<file path="src/rtl/ex_mem_stage.sv">
// ---------------------------------------------------------------------------
// ex_mem_stage
//
// Execute stage of a five-stage MIPS-style pipeline plus the EX/MEM pipeline
// register that follows it. Operands are forwarded from the EX/MEM register
// (this block's own outputs) or from the MEM/WB write-back port. The ALU
// output, the store data, the destination register and the MEM/WB control
// bits are then registered.
//
// Parameters
//   FWD_EN        1 = forwarding muxes active; 0 = operands come straight
//                 from ReadData1_in / ReadData2_in
//
// Ports
//   clk, reset    rising-edge clock; synchronous active-high reset
//   ReadData1_in, ReadData2_in, sign_ext_in  ID/EX operands and immediate.
//                 sign_ext_in[5:0] also carries the R-type funct field.
//   Fw_rs_in, Fw_rt_in                       source register numbers
//   MUX_rd_in, MUX_rt_in                     destination candidates
//   RegDst_in, ALUSrc_in, MemtoReg_in, RegWrite_in, MemRead_in,
//   MemWrite_in, Branch_in, ALUop_in         ID/EX control
//   wb_RegWrite, wb_rd, wb_data              MEM/WB write-back, forwarded
//   stall         hold the EX/MEM register
//   flush         load a bubble: control bits and Zero cleared,
//                 data still loads
//   ALUResult_out, WriteData_out, WriteReg_out, Zero_out, Branch_out,
//   MemtoReg_out, RegWrite_out, MemRead_out, MemWrite_out
//                 registered EX/MEM outputs
// ---------------------------------------------------------------------------
module ex_mem_stage #(
   parameter logic FWD_EN = 1'b1
) (
   input  logic        clk,
   input  logic        reset,
   input  logic [31:0] ReadData1_in,
   input  logic [31:0] ReadData2_in,
   input  logic [31:0] sign_ext_in,
   input  logic [4:0]  Fw_rs_in,
   input  logic [4:0]  Fw_rt_in,
   input  logic [4:0]  MUX_rd_in,
   input  logic [4:0]  MUX_rt_in,
   input  logic        RegDst_in,
   input  logic        ALUSrc_in,
   input  logic        MemtoReg_in,
   input  logic        RegWrite_in,
   input  logic        MemRead_in,
   input  logic        MemWrite_in,
   input  logic        Branch_in,
   input  logic [1:0]  ALUop_in,
   input  logic        wb_RegWrite,
   input  logic [4:0]  wb_rd,
   input  logic [31:0] wb_data,
   input  logic        stall,
   input  logic        flush,
   output logic [31:0] ALUResult_out,
   output logic [31:0] WriteData_out,
   output logic [4:0]  WriteReg_out,
   output logic        Zero_out,
   output logic        Branch_out,
   output logic        MemtoReg_out,
   output logic        RegWrite_out,
   output logic        MemRead_out,
   output logic        MemWrite_out
);

   typedef enum logic [2:0] {
      ALU_ADD,
      ALU_SUB,
      ALU_AND,
      ALU_OR,
      ALU_SLT
   } alu_op_t;

   logic [31:0] fwd_a;
   logic [31:0] fwd_b;
   logic [31:0] opnd_b;
   logic [31:0] alu_result;
   logic [4:0]  write_reg;
   alu_op_t     alu_op;

   // The EX/MEM match uses the registered outputs. During a stall those
   // outputs hold, so the older instruction still forwards correctly.
   // An EX/MEM match wins over MEM/WB because it is the younger producer.
   // Register 0 is never forwarded because it is hard-wired to zero.
   // NOTE: every signal assigned in an always_comb gets a default first.
   // Without that default, some path leaves the signal unassigned and
   // synthesis infers a latch.
   always_comb begin
      fwd_a = ReadData1_in;
      fwd_b = ReadData2_in;
      if (FWD_EN) begin
         if (RegWrite_out && (WriteReg_out != 5'd0) && (WriteReg_out == Fw_rs_in))
            fwd_a = ALUResult_out;
         else if (wb_RegWrite && (wb_rd != 5'd0) && (wb_rd == Fw_rs_in))
            fwd_a = wb_data;

         if (RegWrite_out && (WriteReg_out != 5'd0) && (WriteReg_out == Fw_rt_in))
            fwd_b = ALUResult_out;
         else if (wb_RegWrite && (wb_rd != 5'd0) && (wb_rd == Fw_rt_in))
            fwd_b = wb_data;
      end
   end

   assign opnd_b    = ALUSrc_in ? sign_ext_in : fwd_b;
   assign write_reg = RegDst_in ? MUX_rd_in : MUX_rt_in;

   // ALU control. For R-type instructions the funct field is the low six
   // bits of the sign-extended immediate. An unknown funct falls back to add.
   always_comb begin
      alu_op = ALU_ADD;
      case (ALUop_in)
         2'b01: alu_op = ALU_SUB;
         2'b10: begin
            case (sign_ext_in[5:0])
               6'b100000: alu_op = ALU_ADD;
               6'b100010: alu_op = ALU_SUB;
               6'b100100: alu_op = ALU_AND;
               6'b100101: alu_op = ALU_OR;
               6'b101010: alu_op = ALU_SLT;
               default:   alu_op = ALU_ADD;
            endcase
         end
         default: alu_op = ALU_ADD;
      endcase
   end

   // Add and sub wrap modulo 2^32. Overflow is ignored.
   always_comb begin
      alu_result = 32'd0;
      case (alu_op)
         ALU_ADD: alu_result = fwd_a + opnd_b;
         ALU_SUB: alu_result = fwd_a - opnd_b;
         ALU_AND: alu_result = fwd_a & opnd_b;
         ALU_OR:  alu_result = fwd_a | opnd_b;
         ALU_SLT: alu_result = {31'd0, ($signed(fwd_a) < $signed(opnd_b))};
         default: alu_result = fwd_a + opnd_b;
      endcase
   end

   // Data half of the EX/MEM register. A flush still loads this half, so
   // only the stall condition holds it.
   // NOTE: sequential state uses non-blocking (<=) assignments. Every flop
   // then samples its pre-edge value, and simulation matches the hardware
   // regardless of the order in which the processes run.
   always_ff @(posedge clk) begin
      if (reset) begin
         ALUResult_out <= 32'd0;
         WriteData_out <= 32'd0;
         WriteReg_out  <= 5'd0;
      end else if (flush || !stall) begin
         ALUResult_out <= alu_result;
         WriteData_out <= fwd_b;
         WriteReg_out  <= write_reg;
      end
   end

   // Control half of the EX/MEM register. A flush clears it and turns the
   // instruction into a bubble. Priority is reset > flush > stall > load.
   always_ff @(posedge clk) begin
      if (reset || flush) begin
         Zero_out     <= 1'b0;
         Branch_out   <= 1'b0;
         MemtoReg_out <= 1'b0;
         RegWrite_out <= 1'b0;
         MemRead_out  <= 1'b0;
         MemWrite_out <= 1'b0;
      end else if (!stall) begin
         Zero_out     <= (alu_result == 32'd0);
         Branch_out   <= Branch_in;
         MemtoReg_out <= MemtoReg_in;
         RegWrite_out <= RegWrite_in;
         MemRead_out  <= MemRead_in;
         MemWrite_out <= MemWrite_in;
      end
   end

endmodule

</file>
<file path="config.mk">
export PLATFORM = sky130hd
export DESIGN_NAME = ex_mem_stage
export DESIGN_NICKNAME = d
export VERILOG_FILES = /design/src/rtl/ex_mem_stage.sv
export SDC_FILE = /design/constraint.sdc
export NUM_CORES = 1
export LEC_CHECK = 0
export CORE_UTILIZATION = 52
export DETAILED_ROUTE_END_ITERATION = 8
export PLACE_DENSITY = 0.81
export SYNTH_ARGS = -nofsm -noshare
export SYNTH_HDL_FRONTEND = slang
export SYNTH_SLANG_ARGS = --single-unit
</file>
<file path="constraint.sdc">
create_clock -name clk -period 9.15 [get_ports clk]
set_input_delay 2.745 -clock clk [delete_from_list [all_inputs] [get_ports clk]]
set_output_delay 2.745 -clock clk [all_outputs]
set_load 0.02 [all_outputs]
</file>
Supply network:
Drawn at 3 px/µm. Pins as bars on the die edge.
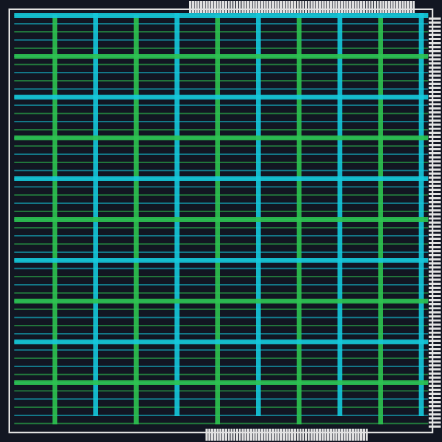
[VSS] green
[VDD] cyan
signal pins: 242
met5 straps: 10

Cells coloured by class:
Drawn at 2 px/µm. Fill, decap, tap and diode cells in grey.
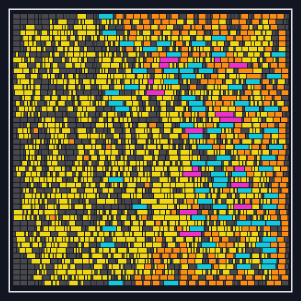
[combinational and other logic] yellow | cells: 1227 | share of their area: 65%
[clock drivers and dummy loads] magenta | cells: 16 | share of their area: 2.7%
[remaining buffers and delay cells] orange | cells: 266 | share of their area: 21%
[sequential cells] cyan | cells: 75 | share of their area: 12%

Clock network drawn from the DEF:
Drawn at 4 px/µm.
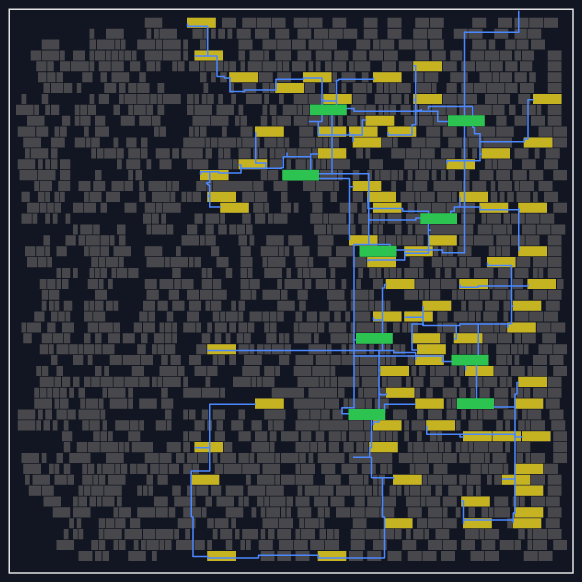
[flip-flops] yellow | count: 75
[clock drivers] green | count: 9
[clock wires] blue | length: 1160 µm
routed clock nets: 10

Metal layers overlaid:
Drawn at 3 px/µm. Two of the layers only.
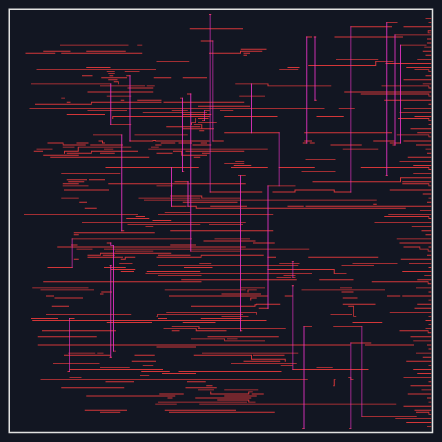
[metal 4] magenta | wire length: 840 µm
[metal 3] red | wire length: 4980 µm

Cell placement:
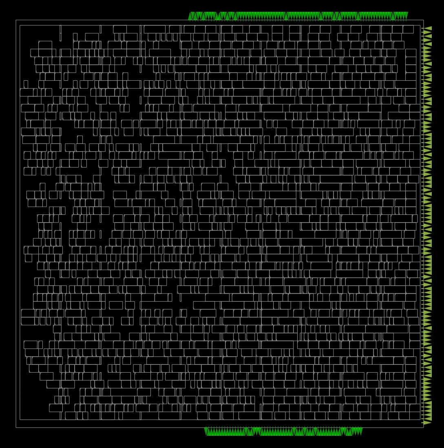
fillers: 1613
fraction of area in registers: 11.55%
post-layout instance count excluding filler cells: 1819
tapcell count: 234

==> metrics.cfg <==
[die]
die_area_um2=19760
initial_core_util_pct=53.19
die_w_um=140.6
dieHeight_um=140.6

[layout]
mostFrequentLayoutCells=239 x sky130_fd_sc_hd__clkdlybuf4s50_1, 191 x sky130_fd_sc_hd__nand2_1, 120 x sky130_fd_sc_hd__nor2_1, 112 x sky130_fd_sc_hd__ha_1, 111 x sky130_fd_sc_hd__a21oi_1
final_net_count=1860
flow.area_growth_from_synthesis_pct=30.20

[final_timing]
timing.slew.headroom_pct=21.82
holdWs_ps=449.7
fin_crit_ps=8740
unrepaired_setup_endpoints_after_global_routing=no
tightest_slew_ps=1173
finalClockPeriodUsage_pct=95.52
finalSetupTns_ps=0

[critical_path]
critical-path-max-stage-delay_ps=780
timing_worst_setup_path_type=in -> reg
crit_family=simple AND/OR/NAND/NOR gates
timing.critical_path.cells=clkdlybuf4s50_1 -> or4_1 -> o21ai_0 -> nor4_2 -> buf_4 -> buf_4 -> mux2i_1 -> o21ai_0 -> mux2_2 -> ha_1 -> or4_4 -> a2111oi_0 -> o21ai_1 -> nor3_1 -> or3_1 -> a21boi_0 -> o311ai_0 -> nor4bb_1 -> nand4_1 -> o21ai_1
critical_path.max_fanout=10
cpMaxStageDelayCell=sky130_fd_sc_hd__a2111oi_0
regToRegSetupSlack_ps=3130

[clock_network]
worst_setup_hold_path_clk_slew_ps=60
cts_resized=0
cts.sinks=75
max-clock-path-buffers=2
numCtsBuffers=9

[synthesis]
synth.mux.area_fraction_pct=11.82
yosys.cell_count.top_type=sky130_fd_sc_hd__nand2_1
prevailing_post_synth_register_cell=sky130_fd_sc_hd__dfxtp_1
postSynthNetCount=1662
synth.top_cells.by_count=191 x sky130_fd_sc_hd__nand2_1, 120 x sky130_fd_sc_hd__nor2_1, 112 x sky130_fd_sc_hd__ha_1
asyncSetResetFlopFracSynth_pct=0
syn-instance-count=1381
simple_gate_share_of_the_synthesized_area_pct=20.12
yosys_cells=1381
synth.lib_cells_used.distinct=88

[run]
drv.max_cap_violation_count=0
log.warning_count=105

[pwr]
p_switching_mw=0.6851
design_power_total_mw=1.657
power_frac_clock_pct=24.8
pwr-share-seq_pct=24.0
comb_power_share_pct=51.2

[place]
detailedPlace.worstSlack_ps=216.1

[outcome]
run_status=finished clean

[grt]
antenna_found_initial=1
via_count_of_the_first_global_routing_pass=10580
grt_overflow_total=0
gr-usage-met1_pct=58.43
globalRouteTotalUtil_pct=40.45

[routing]
drc_errors=0
first_iter_violations=1363
finalWirelength_mm=40.81
via_count=11590

-- layout make-up --
cell class	count	area share, %
inverter	96	2.772
multi-input combinational	1131	60.59
timing repair buffer	266	20.21
sequential	75	11.55
antenna	1	0.01925
clock buffer	11	1.944
tap	234	2.252
clock inverter	5	0.6545
-- state kept, by name, indices dropped and copies added, names as in the netlist --
register / cells
MemtoReg_out: 1
ALUResult_out: 32
RegWrite_out: 1
MemWrite_out: 1
MemRead_out: 1
WriteReg_out: 5
WriteData_out: 32
Zero_out: 1
Branch_out: 1
-- tightest hold or removal path, cell delays in order (launching register included) --
cell and delay, ps:
sky130_fd_sc_hd__dfxtp_1 310, sky130_fd_sc_hd__nand2_1 50, sky130_fd_sc_hd__a21oi_1 50
-- power groups by stage --
stage	clock network (mW)	logic [mW]	registers, mW
after floorplan	0	0.469	0.431
after global placement	0	0.811	0.402
after detailed placement	0	0.819	0.403
after CTS	0.409	0.824	0.396
after global routing	0.426	0.905	0.400
final	0.410	0.848	0.398
-- final timing paths --
kind | from | end | cells past startpoint
min | WriteData_out[0]$_SDFFE_PP0P_ | WriteData_out[0]$_SDFFE_PP0P_ | 2
max reg2reg | WriteReg_out[0]$_SDFFE_PP0P_ | ALUResult_out[30]$_SDFFE_PP0P_ | 19
min reg2reg | WriteData_out[0]$_SDFFE_PP0P_ | WriteData_out[0]$_SDFFE_PP0P_ | 2
max | wb_rd[1] | Zero_out$_SDFFE_PP0N_ | 20
-- stage by stage --
step	area, µm²	cells
after floorplan	9983	1381
after global placement	12660	1802
after detailed placement	12660	1802
after CTS	13000	1818
after global routing	13000	1819
final	13000	1819
No activity file was given, so power comes from the tool's default toggle rates.
